==> src/rtl/fg_pkg.sv <==
// Shared types and default widths for the function-generator phase path.
package fg_pkg;

  typedef enum logic [1:0] {
    ST_IDLE  = 2'd0,
    ST_RUN   = 2'd1,
    ST_SWEEP = 2'd2
  } state_t;

  localparam int FG_BITWIDTH_PHASE    = 10;
  localparam int FG_BITWIDTH_ACC      = 16;
  localparam int FG_BITWIDTH_PRESCALE = 8;
  // Enable pulses from phase sample to valid rotator output; the CORDIC instance uses the same value.
  localparam int FG_CORDIC_LATENCY    = 8;

endpackage

==> src/rtl/fg_prescaler.sv <==
// Clock-enable prescaler: registered strobe every (prescale+1) cycles while en is high.
module fg_prescaler #(
  parameter int BITWIDTH_PRESCALE = 8
) (
  input  logic                         clk,
  input  logic                         rst,
  input  logic                         en,
  input  logic [BITWIDTH_PRESCALE-1:0] prescale,
  output logic                         clk_en
);

  logic [BITWIDTH_PRESCALE-1:0] count;

  // The >= compare makes a live decrease of prescale below count wrap at once.
  always_ff @(posedge clk or posedge rst) begin
    if (rst) begin
      count  <= '0;
      clk_en <= 1'b0;
    end else if (!en) begin
      count  <= '0;
      clk_en <= 1'b0;
    end else if (count >= prescale) begin
      count  <= '0;
      clk_en <= 1'b1;
    end else begin
      count  <= count + 1'b1;
      clk_en <= 1'b0;
    end
  end

endmodule

==> src/rtl/fg_phase_sweep.sv <==
// Phase accumulator, fixed/sweep FCW control and CORDIC valid tracking.
// Optional build macro FG_SWEEP_REPEAT_EN turns a single sweep into a repeating sawtooth chirp.
module fg_phase_sweep
  import fg_pkg::*;
#(
  parameter int BITWIDTH_PHASE    = FG_BITWIDTH_PHASE,
  parameter int BITWIDTH_ACC      = FG_BITWIDTH_ACC,
  parameter int BITWIDTH_PRESCALE = FG_BITWIDTH_PRESCALE,
  parameter int CORDIC_LATENCY    = FG_CORDIC_LATENCY
) (
  input  logic                             clk_i,
  input  logic                             rst_i,
  input  logic                             start_i,
  input  logic                             stop_i,
  input  logic                             sweep_en_i,
  input  logic [BITWIDTH_PRESCALE-1:0]     prescale_i,
  input  logic [BITWIDTH_ACC-1:0]          fcw_start_i,
  input  logic [BITWIDTH_ACC-1:0]          fcw_stop_i,
  input  logic [BITWIDTH_ACC-1:0]          fcw_step_i,
  output logic                             clk_en_o,
  output logic signed [BITWIDTH_PHASE-1:0] phase_o,
  output logic [BITWIDTH_ACC-1:0]          fcw_o,
  output logic                             busy_o,
  output logic                             valid_o,
  output logic                             sweep_done_o
);

  localparam int VW = $clog2(CORDIC_LATENCY + 1);

  state_t                  state, state_nxt;
  logic [BITWIDTH_ACC-1:0] acc, acc_nxt;
  logic [BITWIDTH_ACC-1:0] fcw, fcw_nxt;
  logic [BITWIDTH_ACC:0]   fcw_sum;
  logic [VW-1:0]           vcnt, vcnt_nxt;
  logic                    done_nxt;
  logic                    run_en;

`ifdef FG_SWEEP_REPEAT_EN
  logic [BITWIDTH_ACC-1:0] fcw_first;
  logic                    wrap, wrap_nxt;
`endif

  assign busy_o  = (state != ST_IDLE);
  assign run_en  = busy_o && !stop_i;
  assign fcw_sum = {1'b0, fcw} + {1'b0, fcw_step_i};
  assign phase_o = acc[BITWIDTH_ACC-1 -: BITWIDTH_PHASE];
  assign fcw_o   = fcw;
  assign valid_o = (vcnt == VW'(CORDIC_LATENCY));

  fg_prescaler #(
    .BITWIDTH_PRESCALE(BITWIDTH_PRESCALE)
  ) u_prescaler (
    .clk      (clk_i),
    .rst      (rst_i),
    .en       (run_en),
    .prescale (prescale_i),
    .clk_en   (clk_en_o)
  );

  always_comb begin
    state_nxt = state;
    acc_nxt   = acc;
    fcw_nxt   = fcw;
    vcnt_nxt  = vcnt;
    done_nxt  = 1'b0;
`ifdef FG_SWEEP_REPEAT_EN
    wrap_nxt  = wrap;
`endif
    case (state)
      ST_IDLE: begin
        acc_nxt  = '0;
        vcnt_nxt = '0;
        if (start_i && !stop_i) begin
          fcw_nxt   = fcw_start_i;
          state_nxt = sweep_en_i ? ST_SWEEP : ST_RUN;
`ifdef FG_SWEEP_REPEAT_EN
          wrap_nxt  = 1'b0;
`endif
        end
      end
      default: begin
        if (stop_i) begin
          state_nxt = ST_IDLE;
          acc_nxt   = '0;
          vcnt_nxt  = '0;
`ifdef FG_SWEEP_REPEAT_EN
          wrap_nxt  = 1'b0;
`endif
        end else if (clk_en_o) begin
          acc_nxt = acc + fcw;
          if (vcnt != VW'(CORDIC_LATENCY))
            vcnt_nxt = vcnt + VW'(1);
          if (state == ST_SWEEP) begin
`ifdef FG_SWEEP_REPEAT_EN
            // The stop FCW is held for one enable before reloading the start FCW.
            if (wrap) begin
              fcw_nxt  = fcw_first;
              wrap_nxt = 1'b0;
            end else if (fcw_sum >= {1'b0, fcw_stop_i}) begin
              fcw_nxt  = fcw_stop_i;
              done_nxt = 1'b1;
              wrap_nxt = 1'b1;
            end else begin
              fcw_nxt = fcw_sum[BITWIDTH_ACC-1:0];
            end
`else
            if (fcw_sum >= {1'b0, fcw_stop_i}) begin
              fcw_nxt   = fcw_stop_i;
              done_nxt  = 1'b1;
              state_nxt = ST_RUN;
            end else begin
              fcw_nxt = fcw_sum[BITWIDTH_ACC-1:0];
            end
`endif
          end
        end
      end
    endcase
  end

  always_ff @(posedge clk_i or posedge rst_i) begin
    if (rst_i) begin
      state        <= ST_IDLE;
      acc          <= '0;
      fcw          <= '0;
      vcnt         <= '0;
      sweep_done_o <= 1'b0;
    end else begin
      state        <= state_nxt;
      acc          <= acc_nxt;
      fcw          <= fcw_nxt;
      vcnt         <= vcnt_nxt;
      sweep_done_o <= done_nxt;
    end
  end

`ifdef FG_SWEEP_REPEAT_EN
  always_ff @(posedge clk_i or posedge rst_i) begin
    if (rst_i) begin
      fcw_first <= '0;
      wrap      <= 1'b0;
    end else begin
      if (state == ST_IDLE && start_i && !stop_i)
        fcw_first <= fcw_start_i;
      wrap <= wrap_nxt;
    end
  end
`endif

endmodule

==> config.mk <==
export PLATFORM = sky130hd
export DESIGN_NAME = fg_phase_sweep
export DESIGN_NICKNAME = d
export VERILOG_FILES = /design/src/rtl/fg_pkg.sv /design/src/rtl/fg_prescaler.sv /design/src/rtl/fg_phase_sweep.sv
export SDC_FILE = /design/constraint.sdc
export NUM_CORES = 1
export LEC_CHECK = 0
export ABC_AREA = 1
export CAP_MARGIN = 15
export CELL_PAD_IN_SITES_DETAIL_PLACEMENT = 0
export CELL_PAD_IN_SITES_GLOBAL_PLACEMENT = 1
export CORE_UTILIZATION = 38
export CTS_CLUSTER_SIZE = 14
export DETAILED_ROUTE_END_ITERATION = 7
export PLACE_DENSITY = 0.81
export RECOVER_POWER = 100
export SLEW_MARGIN = 15
export SYNTH_ARGS = -nofsm -noshare
export SYNTH_HDL_FRONTEND = slang
export SYNTH_SLANG_ARGS = --single-unit
==> constraint.sdc <==
create_clock -name clk_i -period 4 [get_ports clk_i]
set_input_delay 0.8 -clock clk_i [delete_from_list [all_inputs] [get_ports clk_i]]
set_output_delay 0.8 -clock clk_i [all_outputs]
set_load 0.02 [all_outputs]
==> datasheet_impl.txt <==
Physical implementation characteristics

Parameter                              Value

STA
  Final worst-path setup slack .................. 189.6 ps
  Final-report max-slew violation count .................. 49
  Highest attainable clock frequency .................. 262.4 MHz
  Setup-failing EPs final .................. 0
  Sum of negative setup slack .................. 0 ps
  Final tally of hold violations .................. 0

Drt
  Amount of wire on met3 after detailed routing .................. 506 µm
  DR iter-0 viols .................. 176
  DRC errors left .................. 7
  Vias per cell .................. 5.012
  Routed met2 length .................. 6125 µm
  M1 WL .................. 6085 µm

Layout
  Total of clock buffers placed in the layout .................. 5
  Layout inverter count without the clock tree .................. 72
  Most instantiated logic cell after routing .................. sky130_fd_sc_hd__nand2_1
  Flip-flops .................. 48
  Net total in the final layout .................. 885
  Fraction of area in multi-input gates .................. 49.75%
  Fillers .................. 1148
  Final core occ .................. 52.26%

Pwr
  Leakage .................. 3.155 nW
  Power per Cell Area .................. 712.4 nW/µm²
  Fraction of power consumed by sequential logic .................. 17.0%
  Top power group .................. combinational logic
  Fraction of power spent switching nets .................. 47.27%
  Worst vdd rail ir drop .................. 0.3786 mV
  Proportion of power drawn by combinational gates .................. 68.8%
  Power consumed by sequential cells .................. 0.730 mW
  Internal portion of total power .................. 2.270 mW

Clock network
  Max H-tree Level .................. 2
  Clock Tree Root .................. sky130_fd_sc_hd__clkbuf_16
  Count of hold buffers inserted by post-cts repair .................. 0
  Inserted Clock Buffers .................. 5
  Maximum buffer depth of the clock tree .................. 2

Placed design
  Final weighted congestion in routability-driven placement .................. 0.8937
  Worst-case setup slack after placement .................. -185.1 ps
  Post-Place Cell Area .................. 5708 µm²
  Count of buffers from port buffering .................. 90

Worst setup path
  Arr. time, crit path .................. 3990 ps
  Bufs and invs on worst path .................. 4
  Worst setup path class .................. input port to flip-flop
  Setup crit start kind .................. input port
  Critical path required time .................. 4180 ps

Global route
  Remaining global-route overflow .................. 0
  Global-route track usage on met2 .................. 37.39%
  Via count of the first global-routing pass .................. 4374
  First-pass GRT wire length .................. 20910 µm
  Met3 track demand over resource in global routing .................. 2.722%
  Initial antenna violation count .................. 0
  Largest net degree at the start of global routing .................. 49

Die
  Core region area .................. 11560 µm²
  Vertical die size .................. 111.7 µm
  IO Count .................. 91
  Die width .................. 111.7 µm
  Initial core utilization .................. 39.51%

Synth
  Number of library cell types mapped by synthesis .................. 41
  Ao+oa area frac .................. 11.64%
  Synth Seq Share .................. 26.29%
  Synthesized-area fraction occupied by adder cells .................. 16.76%
  Async set-or-reset flop fraction in the synthesized netlist .................. 100.0%
  Yosys-reported design area after synthesis .................. 4569 µm²
  Number of cells in Yosys stat .................. 655
  Number of flops mapped to enable cells by yosys .................. 0
  Register bit total from synthesis .................. 48
  Mux share of post-synthesis cell area .................. 0%
  Netlist area before placement .................. 4569 µm²
  Mapped Cells .................. 655

Status
  Failing checks .................. design-rule violations, max-capacitance violations, max-slew violations
  Run status .................. complete, but fails checks

Run
  Number of OpenROAD warnings .................. 27
  Number of max-capacitance violations reported .................. 1

Worst hold path
  Hold Path Class .................. flip-flop to flip-flop
## final timing paths
| kind | cells after the start | slack, ps | start | endpoint |
|---|---|---|---|---|
| worst max-delay path | 21 | 190 | fcw_step_i[0] | fcw_o[6]$_DFFE_PP0P_ |
| worst min-delay path | 1 | 500 | u_prescaler.count[0]$_DFF_PP0_ | u_prescaler.count[0]$_DFF_PP0_ |
| worst max register to register | 19 | 630 | fcw_o[3]$_DFFE_PP0P_ | fcw_o[6]$_DFFE_PP0P_ |
| worst min register to register | 1 | 500 | u_prescaler.count[0]$_DFF_PP0_ | u_prescaler.count[0]$_DFF_PP0_ |
| max in group asynchronous | 2 | 1450 | rst_i | state[0]$_DFFE_PP0P_ |
| min in group asynchronous | 2 | 1540 | rst_i | acc[8]$_DFFE_PP0P_ |
## Yosys cell counts, types with 3 or more instances
library cell and count:
sky130_fd_sc_hd__o21ai_1 4, sky130_fd_sc_hd__nand3_1 61, sky130_fd_sc_hd__nor2_1 77, sky130_fd_sc_hd__buf_4 10, sky130_fd_sc_hd__clkbuf_8 3, sky130_fd_sc_hd__o21a_1 4
sky130_fd_sc_hd__xor2_1 16, sky130_fd_sc_hd__nand2_1 175, sky130_fd_sc_hd__inv_1 71, sky130_fd_sc_hd__a21oi_2 3, sky130_fd_sc_hd__xnor2_1 4, sky130_fd_sc_hd__a21oi_1 46
sky130_fd_sc_hd__dfrtp_1 48, sky130_fd_sc_hd__o21ai_0 26, sky130_fd_sc_hd__buf_6 3, sky130_fd_sc_hd__ha_1 58, sky130_fd_sc_hd__nand2_2 8, sky130_fd_sc_hd__nor3_1 4
## flip-flops by register name, summed over array words and instances, names as in the netlist
name	count
fcw_o	16
vcnt	4
u_prescaler.clk_en	1
sweep_done_o	1
acc	16
state	2
u_prescaler.count	8
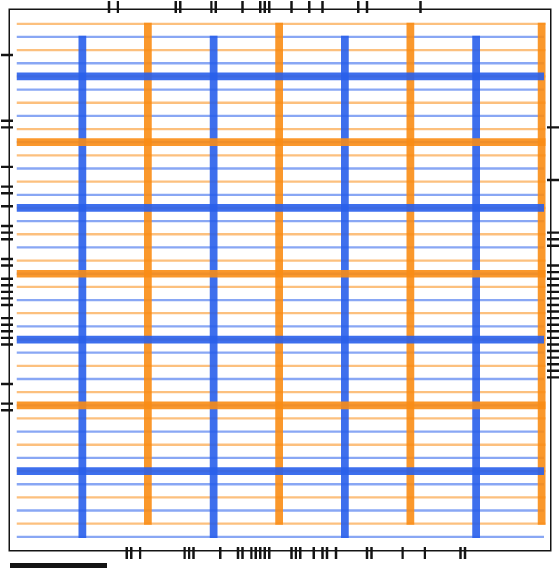
pdn.png
Scale bar: 20 µm. Pins as bars on the die edge.
Orange is VDD. Blue is VSS.
8 straps on met4. 91 signal pins sit on the boundary. 7 straps on met5. The core has 39 rows. 40 met1 rails follow the rows.

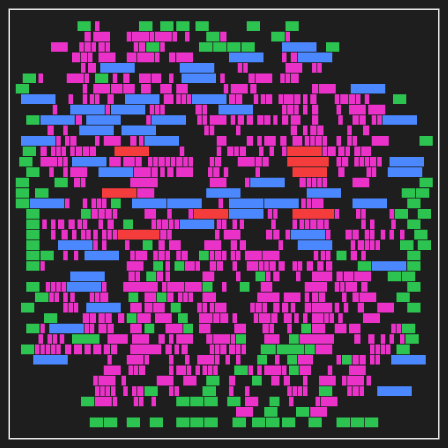
cell_classes.png
Blue is flops, cells 48, share of their area 20%. Red is clock drivers and dummy loads, cells 8, share of their area 3.7%. Magenta is all other logic, cells 587, share of their area 56%. Green is other buffers and delay cells, cells 122, share of their area 20%.
Seq area share: 19.88%
# rows: 39

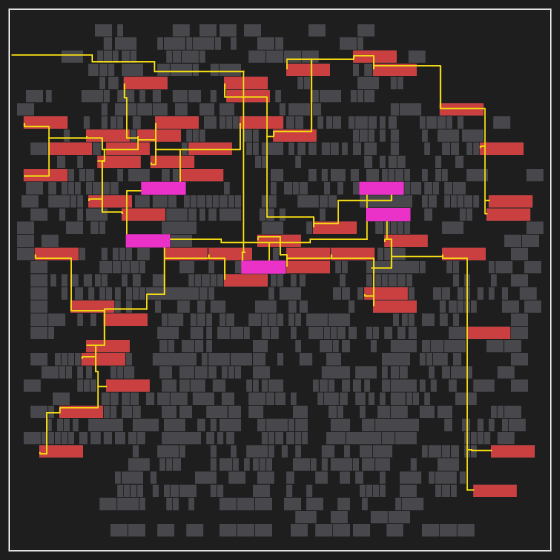
clock_map.png
Magenta is cells driving clock nets, count 5. Red is flip-flops, count 48. Yellow is clock wires, length 729 µm.
There are 6 routed clock nets.
clock group total power: 0.612 mW
clock insertion delay at the later pin of the skew report: 290 ps
Clock power frac: 14.2%
Setup Skew: 11.59 ps

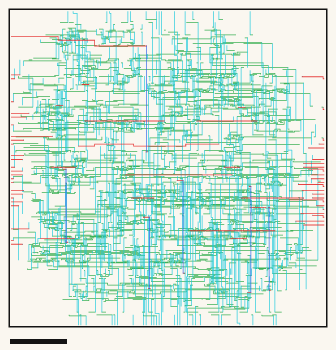
metal_stack.png
Scale bar: 20 µm.
Blue is met4, wire length 188 µm. Cyan is met2, wire length 6130 µm. Green is met1, wire length 6090 µm. Red is met3, wire length 506 µm.
total number of vias: 4551
routed wirelength normalized by instance count: 14.21 µm

Power and IR drop assume default switching activity.
